[src/rtl/nibble_cmp_sequencer_if.sv]
// rtl/nibble_cmp_sequencer_if.sv - request/result and comparator-slice signal bundle
// Interface for nibble_cmp_sequencer (parameter W = operand width).
//   Request side : start, a_in, b_in -> busy, done, eq, lt, gt, err
//   Slice side   : sl_a, sl_b, sl_ei, sl_li, sl_gi -> sl_e, sl_l, sl_g
//   slave  : the sequencer
//   master : operand producer plus the external comparator slice
interface nibble_cmp_sequencer_if #(
    parameter int W = 16
) ();
    logic         start;
    logic [W-1:0] a_in;
    logic [W-1:0] b_in;
    logic         busy;
    logic         done;
    logic         eq;
    logic         lt;
    logic         gt;
    logic         err;
    logic [3:0]   sl_a;
    logic [3:0]   sl_b;
    logic         sl_ei;
    logic         sl_li;
    logic         sl_gi;
    logic         sl_e;
    logic         sl_l;
    logic         sl_g;

    modport slave (
        input  start, a_in, b_in, sl_e, sl_l, sl_g,
        output busy, done, eq, lt, gt, err, sl_a, sl_b, sl_ei, sl_li, sl_gi
    );

    modport master (
        output start, a_in, b_in, sl_e, sl_l, sl_g,
        input  busy, done, eq, lt, gt, err, sl_a, sl_b, sl_ei, sl_li, sl_gi
    );
endinterface

[src/rtl/nibble_cmp_sequencer.sv]
// rtl/nibble_cmp_sequencer.sv - multi-nibble compare through one shared cascadable slice
// Ports:
//   clk  : rising-edge clock
//   rst  : synchronous active-high reset
//   bus  : nibble_cmp_sequencer_if.slave (W must equal 4*NIB)
// Parameters: NIB (nibbles per operand), SETTLE_CYC (cycles per nibble), SIGNED (1 = two's complement).
// Optional macro CMP_ONEHOT_CHECK_EN: flags non-one-hot slice outputs and reports them on err.
module nibble_cmp_sequencer #(
    parameter int NIB        = 4,
    parameter int SETTLE_CYC = 2,
    parameter int SIGNED     = 1
) (
    input  logic                    clk,
    input  logic                    rst,
    nibble_cmp_sequencer_if.slave   bus
);
    localparam int W    = 4 * NIB;
    localparam int IDXW = (NIB > 1) ? $clog2(NIB) : 1;
    localparam int CNTW = (SETTLE_CYC > 1) ? $clog2(SETTLE_CYC) : 1;
    localparam logic [IDXW-1:0] LAST_IDX = IDXW'(NIB - 1);
    localparam logic [CNTW-1:0] LAST_CNT = CNTW'(SETTLE_CYC - 1);

    typedef enum logic [1:0] {IDLE, RUN, FIN} state_t;

    state_t          state;
    state_t          nextState;
    logic [W-1:0]    opA;
    logic [W-1:0]    opB;
    logic [IDXW-1:0] idx;
    logic [CNTW-1:0] cnt;
    logic            cE;
    logic            cL;
    logic            cG;
    logic            doneR;
    logic            eqR;
    logic            ltR;
    logic            gtR;
    logic            finEq;
    logic            finLt;
    logic            finGt;
    logic            startAcc;
    logic            sampleNow;

    assign startAcc  = bus.start && (state == IDLE);
    assign sampleNow = (state == RUN) && (cnt == LAST_CNT);

    always_ff @(posedge clk) begin
        if (rst) begin
            state <= IDLE;
        end else begin
            state <= nextState;
        end
    end

    always_comb begin
        nextState = state;
        case (state)
            IDLE:    if (startAcc) nextState = RUN;
            RUN:     if (sampleNow && (idx == LAST_IDX)) nextState = FIN;
            FIN:     nextState = IDLE;
            default: nextState = IDLE;
        endcase
    end

    always_comb begin
        bus.busy  = (state != IDLE);
        bus.sl_a  = opA[4*idx +: 4];
        bus.sl_b  = opB[4*idx +: 4];
        bus.sl_ei = cE;
        bus.sl_li = cL;
        bus.sl_gi = cG;
        // The slice chain is unsigned; when signs differ the MSB nibble decided
        // the wrong way round, and cE is already 0, so swapping lt/gt is enough.
        if ((SIGNED != 0) && (opA[W-1] != opB[W-1])) begin
            finEq = 1'b0;
            finLt = ~cL;
            finGt = ~cG;
        end else begin
            finEq = cE;
            finLt = cL;
            finGt = cG;
        end
    end

`ifdef CMP_ONEHOT_CHECK_EN
    logic badFlag;
    logic errR;
    logic sliceOneHot;

    assign sliceOneHot = (bus.sl_e ^ bus.sl_l ^ bus.sl_g) && !(bus.sl_e && bus.sl_l && bus.sl_g);
    assign bus.err     = errR;

    always_ff @(posedge clk) begin
        if (rst) begin
            badFlag <= 1'b0;
            errR    <= 1'b0;
        end else if (startAcc) begin
            badFlag <= 1'b0;
            errR    <= 1'b0;
        end else if (sampleNow && !sliceOneHot) begin
            badFlag <= 1'b1;
        end else if (state == FIN) begin
            errR    <= badFlag;
        end
    end
`else
    logic badFlag;
    assign badFlag = 1'b0;
    assign bus.err = 1'b0;
`endif

    always_ff @(posedge clk) begin
        if (rst) begin
            opA   <= '0;
            opB   <= '0;
            idx   <= '0;
            cnt   <= '0;
            cE    <= 1'b1;
            cL    <= 1'b0;
            cG    <= 1'b0;
            doneR <= 1'b0;
            eqR   <= 1'b0;
            ltR   <= 1'b0;
            gtR   <= 1'b0;
        end else begin
            doneR <= 1'b0;
            if (startAcc) begin
                opA <= bus.a_in;
                opB <= bus.b_in;
                idx <= '0;
                cnt <= '0;
                cE  <= 1'b1;
                cL  <= 1'b0;
                cG  <= 1'b0;
                eqR <= 1'b0;
                ltR <= 1'b0;
                gtR <= 1'b0;
            end else if (state == RUN) begin
                if (sampleNow) begin
                    // Slice outputs are only trusted here, after the settle window.
                    cE  <= bus.sl_e;
                    cL  <= bus.sl_l;
                    cG  <= bus.sl_g;
                    cnt <= '0;
                    if (idx != LAST_IDX) idx <= idx + 1'b1;
                end else begin
                    cnt <= cnt + 1'b1;
                end
            end else if (state == FIN) begin
                doneR <= 1'b1;
                eqR   <= finEq && !badFlag;
                ltR   <= finLt && !badFlag;
                gtR   <= finGt && !badFlag;
            end
        end
    end

    assign bus.done = doneR;
    assign bus.eq   = eqR;
    assign bus.lt   = ltR;
    assign bus.gt   = gtR;
endmodule

[src/flat_wrapper.sv]
// flat-port wrapper written by rule: the top's interface ports become plain ports
module nibble_cmp_sequencer_flat 
#(
    parameter int NIB        = 4,
    parameter int SETTLE_CYC = 2,
    parameter int SIGNED     = 1
)
  (clk, rst, bus_start, bus_a_in, bus_b_in, bus_sl_e, bus_sl_l, bus_sl_g, bus_busy, bus_done, bus_eq, bus_lt, bus_gt, bus_err, bus_sl_a, bus_sl_b, bus_sl_ei, bus_sl_li, bus_sl_gi);
  nibble_cmp_sequencer_if #(.W(16)) bus_i ();
  input  logic clk;
  input  logic rst;
  input wire logic [$bits(bus_i.start)-1:0] bus_start;
  input wire logic [$bits(bus_i.a_in)-1:0] bus_a_in;
  input wire logic [$bits(bus_i.b_in)-1:0] bus_b_in;
  input wire logic [$bits(bus_i.sl_e)-1:0] bus_sl_e;
  input wire logic [$bits(bus_i.sl_l)-1:0] bus_sl_l;
  input wire logic [$bits(bus_i.sl_g)-1:0] bus_sl_g;
  output wire logic [$bits(bus_i.busy)-1:0] bus_busy;
  output wire logic [$bits(bus_i.done)-1:0] bus_done;
  output wire logic [$bits(bus_i.eq)-1:0] bus_eq;
  output wire logic [$bits(bus_i.lt)-1:0] bus_lt;
  output wire logic [$bits(bus_i.gt)-1:0] bus_gt;
  output wire logic [$bits(bus_i.err)-1:0] bus_err;
  output wire logic [$bits(bus_i.sl_a)-1:0] bus_sl_a;
  output wire logic [$bits(bus_i.sl_b)-1:0] bus_sl_b;
  output wire logic [$bits(bus_i.sl_ei)-1:0] bus_sl_ei;
  output wire logic [$bits(bus_i.sl_li)-1:0] bus_sl_li;
  output wire logic [$bits(bus_i.sl_gi)-1:0] bus_sl_gi;
  assign bus_i.start = bus_start;
  assign bus_i.a_in = bus_a_in;
  assign bus_i.b_in = bus_b_in;
  assign bus_i.sl_e = bus_sl_e;
  assign bus_i.sl_l = bus_sl_l;
  assign bus_i.sl_g = bus_sl_g;
  assign bus_busy = bus_i.busy;
  assign bus_done = bus_i.done;
  assign bus_eq = bus_i.eq;
  assign bus_lt = bus_i.lt;
  assign bus_gt = bus_i.gt;
  assign bus_err = bus_i.err;
  assign bus_sl_a = bus_i.sl_a;
  assign bus_sl_b = bus_i.sl_b;
  assign bus_sl_ei = bus_i.sl_ei;
  assign bus_sl_li = bus_i.sl_li;
  assign bus_sl_gi = bus_i.sl_gi;
  nibble_cmp_sequencer #(.NIB(NIB), .SETTLE_CYC(SETTLE_CYC), .SIGNED(SIGNED)) u_core (.clk(clk), .rst(rst), .bus(bus_i));
endmodule
[config.mk]
export PLATFORM = sky130hd
export DESIGN_NAME = nibble_cmp_sequencer_flat
export DESIGN_NICKNAME = d
export VERILOG_FILES = /design/src/rtl/nibble_cmp_sequencer_if.sv /design/src/rtl/nibble_cmp_sequencer.sv /design/src/flat_wrapper.sv
export SDC_FILE = /design/constraint.sdc
export NUM_CORES = 1
export LEC_CHECK = 0
export CORE_AREA = 2 2 58 73
export DETAILED_ROUTE_END_ITERATION = 8
export DIE_AREA = 0 0 60 75
export MAX_ROUTING_LAYER = met4
export PLACE_DENSITY = 0.9
export SYNTH_ARGS = -nofsm -noshare
export SYNTH_HDL_FRONTEND = slang
export SYNTH_SLANG_ARGS = --single-unit
[constraint.sdc]
create_clock -name clk -period 2.63 [get_ports clk]
set_clock_uncertainty 0.1 [all_clocks]
set_input_delay 0.263 -clock clk [delete_from_list [all_inputs] [get_ports clk]]
set_output_delay 0.263 -clock clk [all_outputs]
set_load 0.005 [all_outputs]
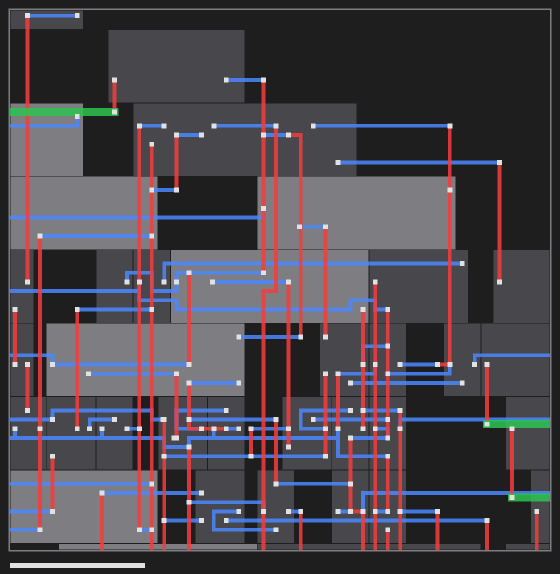
(run_1/detail.png)
Scale bar: 5 µm. Region (35, 46) to (55, 66) µm. Cells in grey, sequential cells in the stronger grey; small squares are vias.
metal 2 -> red
metal 1 -> blue
metal 3 -> green
cells with their middle in the window = 28
netlist names of flops here include = u_core.opB (5)
sequential cells in the window = 5
most frequent = nand2_1 (12), a21oi_1 (5), dfxtp_1 (5)

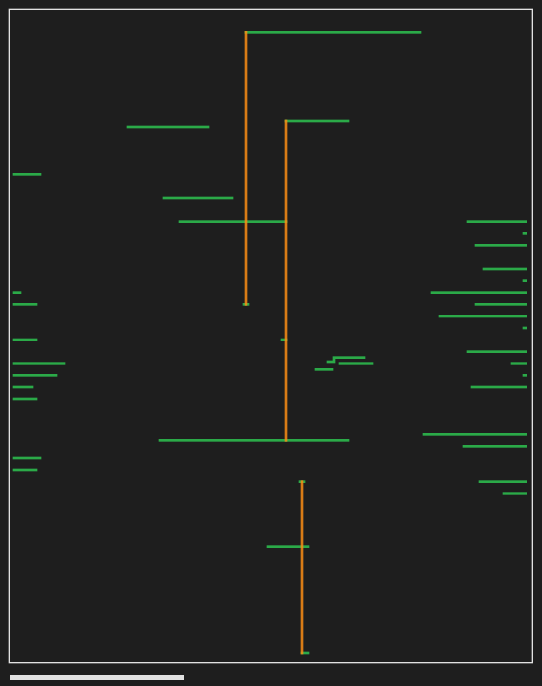
(run_1/wires.png)
Scale bar: 20 µm. Two of the layers only.
metal 4 -> orange  # wire length 87.7 µm
metal 3 -> green  # wire length 209 µm

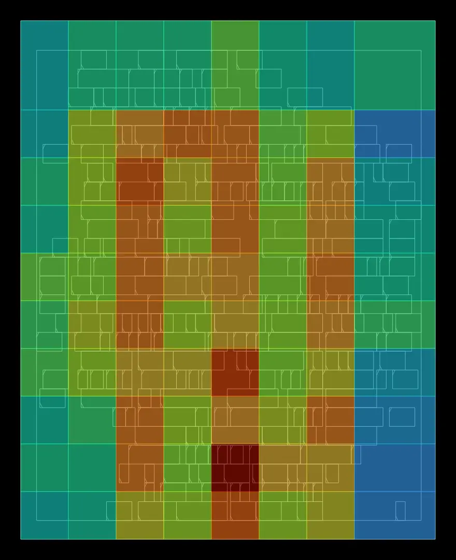
(run_1/congestion.png)
overall track demand over capacity in global routing: 19.0%
busiest layer in global routing: met2

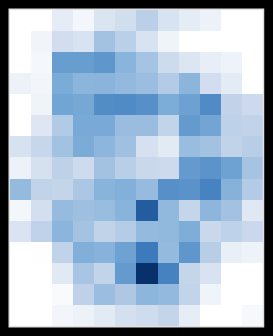
(run_1/metal_density.png)
The die is cut into 12 by 15 equal tiles; white is low, dark blue is high, scaled to the fullest tile. Values are wire area over tile area, all layers added.
tiles over half the peak = 14%
mean over tiles = 0.14
fullest tile = 0.50
nearly empty tiles = 16%

==> run summary, run 1 <==
The layout was made with Yosys and OpenROAD.

The fill cell instance count of the final layout is 305. The report gives the cell count of the worst hold path as 2. Per the cell usage report, the commonest logic cell in the layout is sky130_fd_sc_hd__nand2_1.

The worst setup path category is register to output port. The post-CTS setup-driven buffer insertion count is 0. In this build the clock could be raised as far as 0.426 GHz. The placed cell count is 303. The netlist uses 29 different library cells. The cell resize tally after clock tree synthesis is 0. The area of the core region is 3780 µm². sky130_fd_sc_hd__dfxtp_1 takes more of the synthesized area than any other cell. Looking at the VDD voltage map, the peak drop is 330 µV. Checking hold timing, the worst path is listed with class register to register. Counting flops with an async set or reset pin after synthesis yields a share of 0%. The clock input transition at the sequential cells of the worst setup and hold paths is 0.08 ns.

The initial antenna violation count is 0. The max capacitance violation total is 0. The part of the cycle the worst path needs is 89.3%. On the critical path the data arrives at 1.99 ns.

The number of failing setup endpoints in the final timing report is 0. The count of library flops with an enable pin is 0. In this run the power spent charging and discharging nets is 0.000300 W.

The maximum number of pins on one net before global-route repair is 20. The count of input and output buffers is 53. The synthesized netlist was found by Yosys to have 205 cells. Pin placement for this block handled 55 I/O pins. The report lists the power per cell area as 533 nW/µm². Relative to the synthesized area, the layout overhead comes to 34.6%. The flow ran to the end, and the final reports show no timing, DRC or antenna violations. After the last flow step, the layout net total stands at 295.

The number of design-rule violations left by the first detailed-router iteration is 64. The combinational share of power is 13.4%. The start point of the worst hold path is u_core.opA[3].

Once placement finished, the instance area stood at 2380 µm². The part of the total power dissipated in the clock network is 32.2%. The share of total power consumed by net switching is 22.8%. The initialized floorplan defines 25 standard-cell rows. The slew of the pin with the lowest slew margin is 0.537 ns.

CTS added clock buffers totalling 5. The height of the chip is 75 µm. The largest fanout on the critical path is 10.

The chip area line in the Yosys stat output reads 1840 µm². The time the worst path needs with I/O delays and setup is 2.35 ns. The layout summary lists the proportion of cells stronger than drive strength 1 as 9.73%.

The number of hold buffers added after CTS was 0. The level count of the clock H-tree is 2. In the synthesized netlist the dominant register cell turns out to be sky130_fd_sc_hd__dfxtp_1. The clock root buffer is sky130_fd_sc_hd__clkbuf_8. The number of cells in the finished layout apart from fillers is 311.

The latest clock arrival within the worst-skew pair is 0.29 ns. The via count normalized by instance count is 5.02. The power report lists cell-internal power as 0.00102 W.

The end of the critical path is bus_sl_b[3]. The share of the core area taken by cells at floorplan is 48.5%. The delay of the slowest cell on the worst path is 0.66 ns.
-- run 1: worst reg2reg max path: cells and delay by family (launching register included) --
family,cells,cell delay (ns)
buffers and inverters,1,0.32
AND/OR/NAND/NOR,2,0.58
AND-OR/OR-AND,1,0.16
flip-flops,1,0.53
-- run 1: cells by family (layout without fill, tap and decap cells) --
family,after synthesis,count (layout),share of synthesized area [%]
buffers and inverters,16,68,6.06
AND-OR/OR-AND,39,39,11.0
AND/OR/NAND/NOR,91,91,21.8
adder cells (fa/ha/maj),1,1,0.681
multiplexers,10,10,10.9
other,1,1,0.204
flip-flops,44,44,48.0
XOR/XNOR,3,3,1.43
-- run 1: per-stage QoR --
| stage | hold WS, ns | util, % |
|---|---|---|
| finish | 0.355 | 65.3 |
| global route | 0.376 | 65.3 |
| CTS | 0.358 | 65.3 |
| detailed placement | 0.347 | 62.9 |
| global placement | 0.339 | 62.9 |
| floorplan | 0.299 | - |
-- run 1: cell type report --
class,instances,area [µm²],area share (%)
Sequential cell,44,881,35.6
Timing Repair Buffer,60,583,23.6
Multi-Input combinational cell,145,851,34.4
Tap cell,54,67.6,2.73
Clock buffer,8,90.1,3.64
-- run 1: state kept, by name, indices dropped and copies added (netlist names), 2 cells and up --
register and count:
u_core.opB 16, u_core.idx 2, u_core.opA 16, u_core.state 2
-- run 1: layer usage --
| metal | up-vias | share of wire, % | wire length, µm | track usage (%) |
|---|---|---|---|---|
| met5 | - | 0 | 0 | - |
| met4 | 0 | 2.2 | 87 | 9.63 |
| met3 | 8 | 5.4 | 209 | 4.81 |
| met2 | 50 | 49 | 1890 | 30.4 |
| met1 | 713 | 44 | 1700 | 21.8 |
| li1 | 789 | - | - | - |
-- run 1: power groups by stage --
stage          Sequential [W]  Clock, W  Combinational, W
2_1_floorplan        0.000724         0         0.0000991
3_3_place_gp         0.000731         0          0.000173
3_5_place_dp         0.000732         0          0.000176
4_1_cts              0.000716  0.000439          0.000178
5_1_grt              0.000721  0.000463          0.000193
6_report             0.000717  0.000424          0.000177
-- run 1: synthesized netlist by cell type, types with 2 or more instances --
| master | count |
|---|---|
| sky130_fd_sc_hd__xnor2_1 | 3 |
| sky130_fd_sc_hd__dfxtp_1 | 44 |
| sky130_fd_sc_hd__or3_1 | 2 |
| sky130_fd_sc_hd__nor2_1 | 5 |
| sky130_fd_sc_hd__nand3_1 | 4 |
| sky130_fd_sc_hd__nand2_1 | 68 |
| sky130_fd_sc_hd__mux2i_1 | 2 |
| sky130_fd_sc_hd__buf_4 | 2 |
| sky130_fd_sc_hd__a31oi_1 | 2 |
| sky130_fd_sc_hd__clkbuf_1 | 4 |
| sky130_fd_sc_hd__buf_2 | 5 |
| sky130_fd_sc_hd__mux4_2 | 8 |
| sky130_fd_sc_hd__buf_6 | 5 |
| sky130_fd_sc_hd__a21oi_1 | 34 |
| sky130_fd_sc_hd__o21ai_0 | 2 |
| sky130_fd_sc_hd__nor2b_1 | 2 |
## Run 2: what changed since run 1
CELL_PAD_IN_SITES_DETAIL_PLACEMENT = 1   (was not set)
CELL_PAD_IN_SITES_GLOBAL_PLACEMENT = 2   (was not set)
CORE_AREA = 2 2 75 94   (was 2 2 58 73)
DIE_AREA = 0 0 77 96   (was 0 0 60 75)
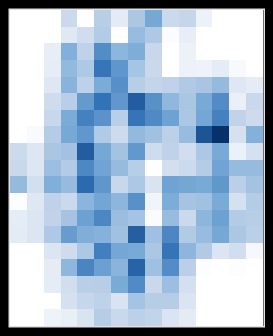
(run_2/metal_density.png)
The die is cut into 15 by 19 equal tiles; white is low, dark blue is high, scaled to the fullest tile. Values are wire area over tile area, all layers added.
nearly empty tiles = 22%
mean over tiles = 0.092
fullest tile = 0.33
tiles over half the peak = 18%

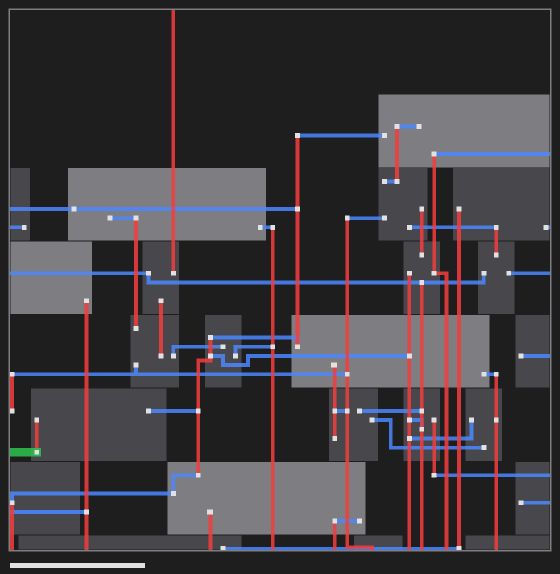
(run_2/detail.png)
Scale bar: 5 µm. Region (48, 62) to (68, 82) µm. Cells in grey, sequential cells in the stronger grey; small squares are vias.
metal 2 -> red
metal 3 -> green
metal 1 -> blue
most frequent = nand2_1 (6), dfxtp_1 (4), a21oi_1 (3)
sequential cells in the window = 4
cells with their middle in the window = 16
netlist names of flops here include = u_core.opB (4)

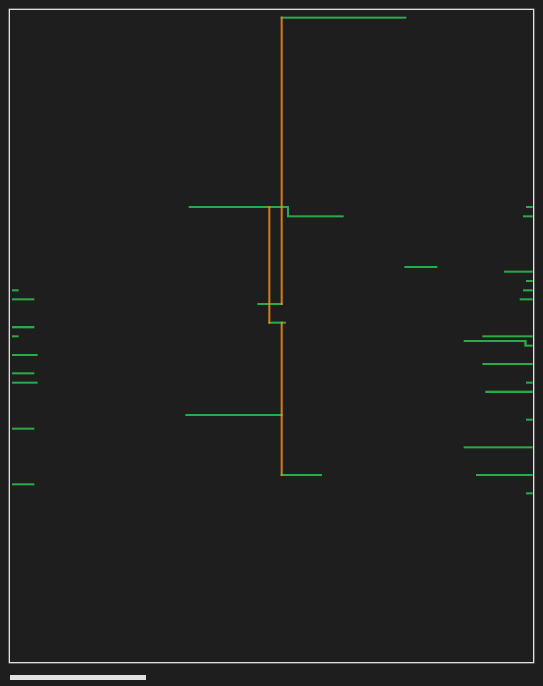
(run_2/wires.png)
Scale bar: 20 µm. Two of the layers only.
metal 3 -> green  # wire length 156 µm
metal 4 -> orange  # wire length 81.6 µm
vias: 1,562
overall track demand over capacity in global routing: 12.9%
post-detailed-routing wire length: 4380 µm

==> run 2 against run 1 <==
  * Utilization decreased by 26 points
  * Clock-buffer cell count decreased by 3
  * Total power increased by 6.9%
  * Synthesized cell count unchanged
  * Largest power group unchanged
  * Largest cell class unchanged
  * Design area increased by 2.8%
  * Setup slack got worse by 0.063 ns
  * Sequential cell count unchanged
  * Die area increased by 64%
  * Final cell count increased by 11%
  * Hold slack improved by 0.00078 ns
  * Via count increased by 0.13%
==> run summary, run 2 <==
The layout was made with Yosys and OpenROAD.

Outcome: complete, no violations (unchanged). The synthesized-area fraction occupied by ao, oa, aoi and oai cells is 11.0% (unchanged). The initial antenna violation count is 0 (unchanged). The most instantiated flip-flop cell in the synthesis netlist is sky130_fd_sc_hd__dfxtp_1 (unchanged). The max capacitance violation total came to 0 (unchanged). The floorplan-stage core utilization was 28.2% (was 48.5%). The layout overhead on the synthesized area is 38.4% (was 34.6%). The part of the cycle the worst path needs came to 91.7% (was 89.3%). The largest voltage drop on the vdd net was 237 µV (was 330 µV). The number of distinct standard cells referenced by the synthesized netlist is 29 (unchanged). The async set-reset flop share out of synthesis is 0% (unchanged). The area occupied by registers is 881 µm² (unchanged). The number of design-rule violations left by the first detailed-router iteration is 71 (was 64).

The xor/xnor share of the synthesized area came to 1.43% (unchanged). The number of buffers created by CTS is 5 (unchanged). The most frequently used cell type in the post-synthesis netlist is sky130_fd_sc_hd__nand2_1 (unchanged). The main kind of combinational logic by area is simple AND/OR/NAND/NOR gates (unchanged).

The fill cell instance count of the final layout is 806 (was 305). The power density relative to cell area is 554 nW/µm² (was 533 nW/µm²). The number of ports placed on the die boundary is 55 (unchanged).

The placement row count is 33 (was 25). The count of input and output buffers is 53 (unchanged). The clock root buffer is sky130_fd_sc_hd__clkbuf_8 (unchanged). The most numerous logic cell after layout was sky130_fd_sc_hd__nand2_1 (unchanged). The cell resize tally after clock tree synthesis is 0 (unchanged). The total placed instance area was 2430 µm² (was 2380 µm²). The final net count is 296 (was 295). The level count of the clock H-tree is 2 (unchanged).

The via count normalized by instance count was 4.53 (was 5.02). The largest fanout on the critical path came to 7 (was 10). Top cells by count: sky130_fd_sc_hd__nand2_1, sky130_fd_sc_hd__dfxtp_1, sky130_fd_sc_hd__a21oi_1 (unchanged). The fraction of synthesized area in multiplexers was 10.9% (unchanged). The clock input transition at the sequential cells of the worst setup and hold paths came to 0.08 ns (about the same).

The fraction of layout instances using a drive strength above 1 is 10.9% (was 9.73%). The yosys synthesis chip area was 1840 µm² (unchanged). The area occupied by multi-input gates is 851 µm² (unchanged). The total of hold buffers inserted after clock tree synthesis was 0 (unchanged).

Registers with the most flip-flops: u_core.opA: 16 flops, u_core.opB: 16 flops (unchanged). The time the worst path needs with I/O delays and setup came to 2.41 ns (was 2.35 ns). The data arrival time of the critical path is 2.05 ns (was 1.99 ns).

Unrepaired setup endpoints after global routing: false (unchanged). The number of failing setup endpoints in the final timing report is 0 (unchanged). The count of library flops with an enable pin is 0 (unchanged).

The post-CTS setup-driven buffer insertion count is 0 (unchanged). The maximum achievable frequency is 0.414 GHz (was 0.426 GHz). The worst setup path category is register to output port (unchanged). The adder-cell share of the synthesized area is 0.681% (unchanged). The number of cell instances after yosys synthesis was 205 (unchanged). The height of the chip is 96 µm (was 75 µm).
==> run 2: cell count changes in the layout (fill, tap and decap cells not counted), sizes merged <==
cell      previous run  this run
buf                  7         8
clkinv               0         1
clkbuf               8         5
clkinvlp             0         1
bufinv               0         1
==> run 2: worst min-delay path by stage <==
stage | start | to | slack, ns | cells past startpoint
3_5_place_dp | u_core.opA[5] | u_core.opA[5] | 0.35 | 2
6_report | u_core.opA[4] | u_core.opA[4] | 0.36 | 2
2_1_floorplan | bus_a_in[0] | u_core.opA[0] | 0.30 | 2
3_3_place_gp | u_core.opB[8] | u_core.opB[8] | 0.34 | 2
4_1_cts | u_core.opB[14] | u_core.opB[14] | 0.36 | 2
5_1_grt | u_core.opA[4] | u_core.opA[4] | 0.38 | 2
==> run 2: metal layers <==
metal / part of all wire, % / vias up / global-route usage [%] / routed length (µm)
li1: - / 788 / - / -
met5: 0 / - / - / 0
met1: 44 / 734 / 14.4 / 1940
met3: 3.5 / 7 / 3.10 / 155
met4: 1.8 / 0 / 4.91 / 81
met2: 50 / 33 / 22.6 / 2210
==> run 2: worst max-delay path, cell delays in order (launching register included) <==
cell and delay [ns]:
sky130_fd_sc_hd__dfxtp_1 0.58, sky130_fd_sc_hd__buf_4 0.23, sky130_fd_sc_hd__mux4_2 0.49, sky130_fd_sc_hd__clkdlybuf4s50_1 0.46
==> run 2: area by class of cell <==
type | instances | share of cell area (%)
clock inverters | 3 | 1.67
repair buffers | 61 | 23.2
clock buffers | 5 | 2.71
flip-flops and latches | 44 | 34.6
multi-input cells | 145 | 33.5
well taps | 87 | 4.28
==> run 2: power by group <==
group	switching, W	internal (W)	total, W
clock	0.000232	0.000281	0.000513
combinational	0.0000717	0.000107	0.000179
sequential	0.0000202	0.000697	0.000717
==> run 2: through the flow <==
stage | std cells | hold slack (ns) | setup slack [ns] | util (%)
after detailed placement | 337 | 0.348 | 0.510 | 37.3
after global routing | 345 | 0.383 | 0.0860 | 39.0
after floorplan | 205 | 0.299 | 1.19 | -
after global placement | 337 | 0.340 | 0.545 | 37.3
after CTS | 345 | 0.360 | 0.168 | 39.0
final | 345 | 0.356 | 0.217 | 39.0
==> run 2: cell families after synthesis <==
family,count (synthesis)
and+or+nand+nor,91
DFF,44
AOI/OAI and AO/OA,39
buffers and inverters,16
muxes,10
xor gates and xnor gates,3
adders and majority gates,1
other,1
## Run 3: what changed since run 2
--- a/config.mk
+++ b/config.mk
@@ -9,4 +9,6 @@
 export CELL_PAD_IN_SITES_GLOBAL_PLACEMENT = 2
 export CORE_AREA = 2 2 75 94
+export CTS_BUF_LIST = sky130_fd_sc_hd__clkbuf_8 sky130_fd_sc_hd__clkbuf_16
+export CTS_CLUSTER_DIAMETER = 100
 export DETAILED_ROUTE_END_ITERATION = 8
 export DIE_AREA = 0 0 77 96
==> constraint.sdc (replaced) <==
create_clock -name clk -period 2.63 [get_ports clk]
set_clock_uncertainty 0.1 [all_clocks]
set_input_delay 0.789 -clock clk [delete_from_list [all_inputs] [get_ports clk]]
set_output_delay 0.789 -clock clk [all_outputs]
set_load 0.005 [all_outputs]
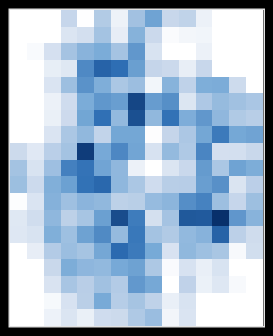
(run_3/metal_density.png)
The die is cut into 15 by 19 equal tiles; white is low, dark blue is high, scaled to the fullest tile. Values are wire area over tile area, all layers added.
densest ninth of the die = east
fullest tile = 0.31
tiles over half the peak = 21%
mean over tiles = 0.092
nearly empty tiles = 20%
overall track demand over capacity in global routing: 13.2%
post-detailed-routing wire length: 4400 µm
vias: 1,548
drt wl/cell: 12.7 µm

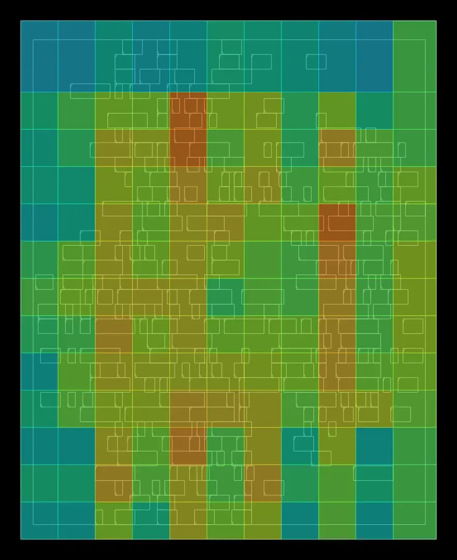
(run_3/congestion.png)
global routing met2 resource utilization: 23.6%
met1 global-route usage: 14.6%
Global Route met3 Usage: 2.81%

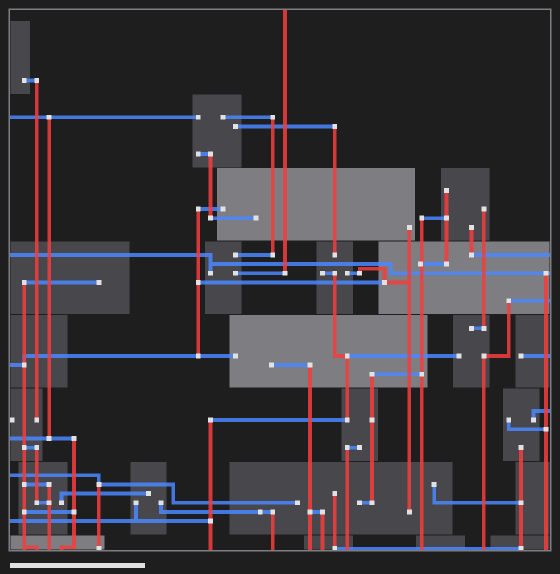
(run_3/detail.png)
Scale bar: 5 µm. Region (48, 62) to (68, 82) µm. Cells in grey, sequential cells in the stronger grey; small squares are vias.
metal 2 -> red
metal 1 -> blue
most frequent = nand2_1 (7), a21oi_1 (3), dfxtp_1 (3)
sequential cells in the window = 3
netlist names of flops here include = u_core.opB (3)
cells with their middle in the window = 16

==> run 3 against run 2 <==
  * First-iteration DRC count decreased by 39%
  * Final cell count stayed put
  * Maximum frequency down 5.6%
  * Largest cell class unchanged
  * Critical endpoint is now bus_sl_b[2]
  * Clock-buffer cell count did not move
==> run summary, run 3 <==
The layout was made with Yosys and OpenROAD.

The number of instances on the worst hold path is 2 (unchanged). Registers with the most flip-flops: u_core.opA: 16 flops, u_core.opB: 16 flops (unchanged). The source of the worst register-to-register timing path is u_core.state[0] (was u_core.idx[1]). The most numerous logic cell after layout is sky130_fd_sc_hd__nand2_1 (unchanged). The total of hold buffers inserted after clock tree synthesis was 0 (unchanged). The worst-case register-to-register setup slack is 1.10 ns (was 1.04 ns). The number of failing setup endpoints in the final timing report is 0 (unchanged). The delay of the slowest cell on the worst path is 0.51 ns (was 0.58 ns). The post-CTS setup-driven buffer insertion count is 0 (unchanged). The number of max-slew violations in the final report is 0 (unchanged). Outcome: complete, no violations (unchanged).

The number of global-route vias before repair is 1,616 (was 1,591). The maximum achievable frequency was 0.391 GHz (was 0.414 GHz). The total tool warning count is 26 (unchanged). The number of cell instances after yosys synthesis is 205 (unchanged).

The layout overhead on the synthesized area was 37.3% (was 38.4%). The worst setup path category is register to output port (unchanged). The cell type of the slowest stage on the worst timing path is sky130_fd_sc_hd__mux4_2 (was sky130_fd_sc_hd__dfxtp_1). Unrepaired setup endpoints after global routing: false (unchanged). The cell family contributing the most delay on the critical path was multiplexers (was buffers and inverters). The area of all placed cells without fillers is 2520 µm² (was 2540 µm²). The proportion of netlist area held by the largest area contributor came to 48.0% (unchanged). The fill cell instance count of the final layout is 819 (was 806).

The net count of the mapped netlist is 244 (unchanged). The number of cells in the finished layout apart from fillers was 345 (unchanged). The register area share after synthesis is 48.0% (unchanged). The most frequently used cell type in the post-synthesis netlist is sky130_fd_sc_hd__nand2_1 (unchanged). The most instantiated flip-flop cell in the synthesis netlist is sky130_fd_sc_hd__dfxtp_1 (unchanged). The level count of the clock H-tree is 2 (unchanged). The power density relative to cell area was 514 nW/µm² (was 554 nW/µm²).

The floorplan-stage core utilization is 28.2% (unchanged). Top cells by area: sky130_fd_sc_hd__dfxtp_1, sky130_fd_sc_hd__nand2_1, sky130_fd_sc_hd__mux4_2, sky130_fd_sc_hd__a21oi_1, sky130_fd_sc_hd__buf_6 (unchanged). The worst-case reg-to-reg path depth is 4 (was 5).

The placed cell count is 338 (was 337). The fraction of layout instances using a drive strength above 1 came to 11.6% (was 10.9%). The warning count from the yosys run is 0 (unchanged). The initial antenna violation count is 0 (unchanged).

The clock tree from TritonCTS is done (unchanged). The data arrival time of the critical path is 1.67 ns (was 2.05 ns). The sum of buffers and inverters on the critical path is 1 (was 2). The number of distinct standard cells referenced by the synthesized netlist was 29 (unchanged). The number of ports placed on the die boundary is 55 (unchanged). The placement row count was 33 (unchanged). The number of design-rule violations left by the first detailed-router iteration came to 43 (was 71).

The total placed instance area was 2440 µm² (was 2430 µm²). The destination of the worst hold path is u_core.opA[14] (was u_core.opA[4]). CP Cell Sequence: mux4_2 -> clkdlybuf4s50_1 (was buf_4 -> mux4_2 -> clkdlybuf4s50_1). Top cells by count: sky130_fd_sc_hd__nand2_1, sky130_fd_sc_hd__dfxtp_1, sky130_fd_sc_hd__a21oi_1 (unchanged). The async set-reset flop share out of synthesis was 0% (unchanged). The max capacitance violation total is 0 (unchanged). The largest voltage drop on the vdd net came to 228 µV (was 237 µV). The class of the tightest hold or removal check is register to register (unchanged). Leading cell types in the layout, fill and taps excluded: sky130_fd_sc_hd__nand2_1, sky130_fd_sc_hd__clkdlybuf4s50_1, sky130_fd_sc_hd__dfxtp_1 (unchanged). The average cell area after synthesis is 8.96 µm² (unchanged). The maximum number of pins on one net before global-route repair is 21 (was 23).

The final net count came to 297 (was 296). The count of library flops with an enable pin is 0 (unchanged). The number of buffers created by CTS was 5 (unchanged).

The via count normalized by instance count is 4.49 (was 4.53). The time the worst path needs with I/O delays and setup is 2.56 ns (was 2.41 ns). The clock root buffer was sky130_fd_sc_hd__clkbuf_8 (unchanged).

The yosys synthesis chip area was 1840 µm² (unchanged). The worst reg2reg path endpoint is u_core.bus.sl_ei (was u_core.idx[0]). The area of the core region is 6520 µm² (unchanged). The count of input and output buffers is 53 (unchanged).

The latest clock arrival within the worst-skew pair is 0.29 ns (was 0.30 ns). The height of the chip was 96 µm (unchanged). The final-layout setup total negative slack is 0 ns (unchanged). The clock input transition at the sequential cells of the worst setup and hold paths was 0.08 ns (about the same). The part of the cycle the worst path needs is 97.2% (was 91.7%). The most area-hungry cell type in the Yosys netlist was sky130_fd_sc_hd__dfxtp_1 (unchanged). The capturing element type of the critical path was an output port (unchanged). The largest fanout on the critical path is 5 (was 7). The start point of the worst hold path is u_core.opA[14] (was u_core.opA[4]). The wire length of the first global-routing pass is 7530 µm (was 7310 µm).
==> run 3: final cells by class <==
cell class / count / area [µm²] / share of cell area, %
clock buffers: 5 / 68.8 / 2.73
clock inverters: 2 / 12.5 / 0.496
multi-input cells: 145 / 851 / 33.7
flip-flops and latches: 44 / 883 / 35.0
well taps: 87 / 109 / 4.32
repair buffers: 62 / 598 / 23.7
==> run 3: worst max-delay path by stage <==
stage | start | end | slack (ns) | depth (start not counted)
6_report | u_core.idx[1] | bus_sl_b[2] | 0.07 | 2
5_1_grt | u_core.idx[1] | bus_sl_b[2] | 0.02 | 2
4_1_cts | u_core.idx[0] | bus_sl_b[0] | 0.002 | 3
3_5_place_dp | bus_start | u_core.idx[1] | 0.25 | 5
3_3_place_gp | bus_start | u_core.idx[1] | 0.25 | 5
2_1_floorplan | u_core.idx[0] | bus_sl_a[0] | 0.66 | 2
==> run 3: metal layers <==
layer  vias to the layer above  global-route usage [%]  share of wire [%]
met1                       722                    14.6                 43
li1                        789                       -                  -
met2                        35                    23.6                 52
met5                         -                       -                  0
met3                         2                    2.81                3.9
met4                         0                    4.91               0.91
==> run 3: cells by family (layout without fill, tap and decap cells) <==
logic type / count (synthesis) / in the layout / share of synthesized area (%)
flip-flops: 44 / 44 / 48.0
AND/OR/NAND/NOR: 91 / 91 / 21.8
other: 1 / 1 / 0.204
buffers and inverters: 16 / 69 / 6.06
multiplexers: 10 / 10 / 10.9
XOR/XNOR: 3 / 3 / 1.43
adder cells (fa/ha/maj): 1 / 1 / 0.681
AND-OR/OR-AND: 39 / 39 / 11.0
==> run 3: through the flow <==
step | utilization [%] | power (W) | setup WS, ns | hold WS (ns)
after CTS | 38.6 | 0.00132 | 0.00246 | 0.359
after global routing | 38.7 | 0.00137 | 0.0155 | 0.372
after floorplan | - | 0.000823 | 0.662 | 0.333
final | 38.7 | 0.00130 | 0.0734 | 0.357
after global placement | 37.4 | 0.000912 | 0.250 | 0.341
after detailed placement | 37.4 | 0.000916 | 0.253 | 0.347
==> run 3: timing repair <==
item,CTS,global route
pin swaps,0,0
gates resized,8,1
setup endpoints to repair,8,1
==> run 3: where the power goes <==
part | leakage (nW) | switching, W | total (W) | internal [W]
Clock | 0.0400 | 0.000223 | 0.000403 | 0.000180
Sequential | 0.361 | 0.0000192 | 0.000716 | 0.000697
Combinational | 0.540 | 0.0000726 | 0.000177 | 0.000105
Total | 0.941 | 0.000315 | 0.00130 | 0.000981
==> run 3: worst min-delay path: stages (launching register included) <==
cell	delay [ns]
sky130_fd_sc_hd__dfxtp_1	0.31
sky130_fd_sc_hd__nand2_1	0.05
sky130_fd_sc_hd__a21oi_1	0.05
Power and IR drop assume default switching activity.
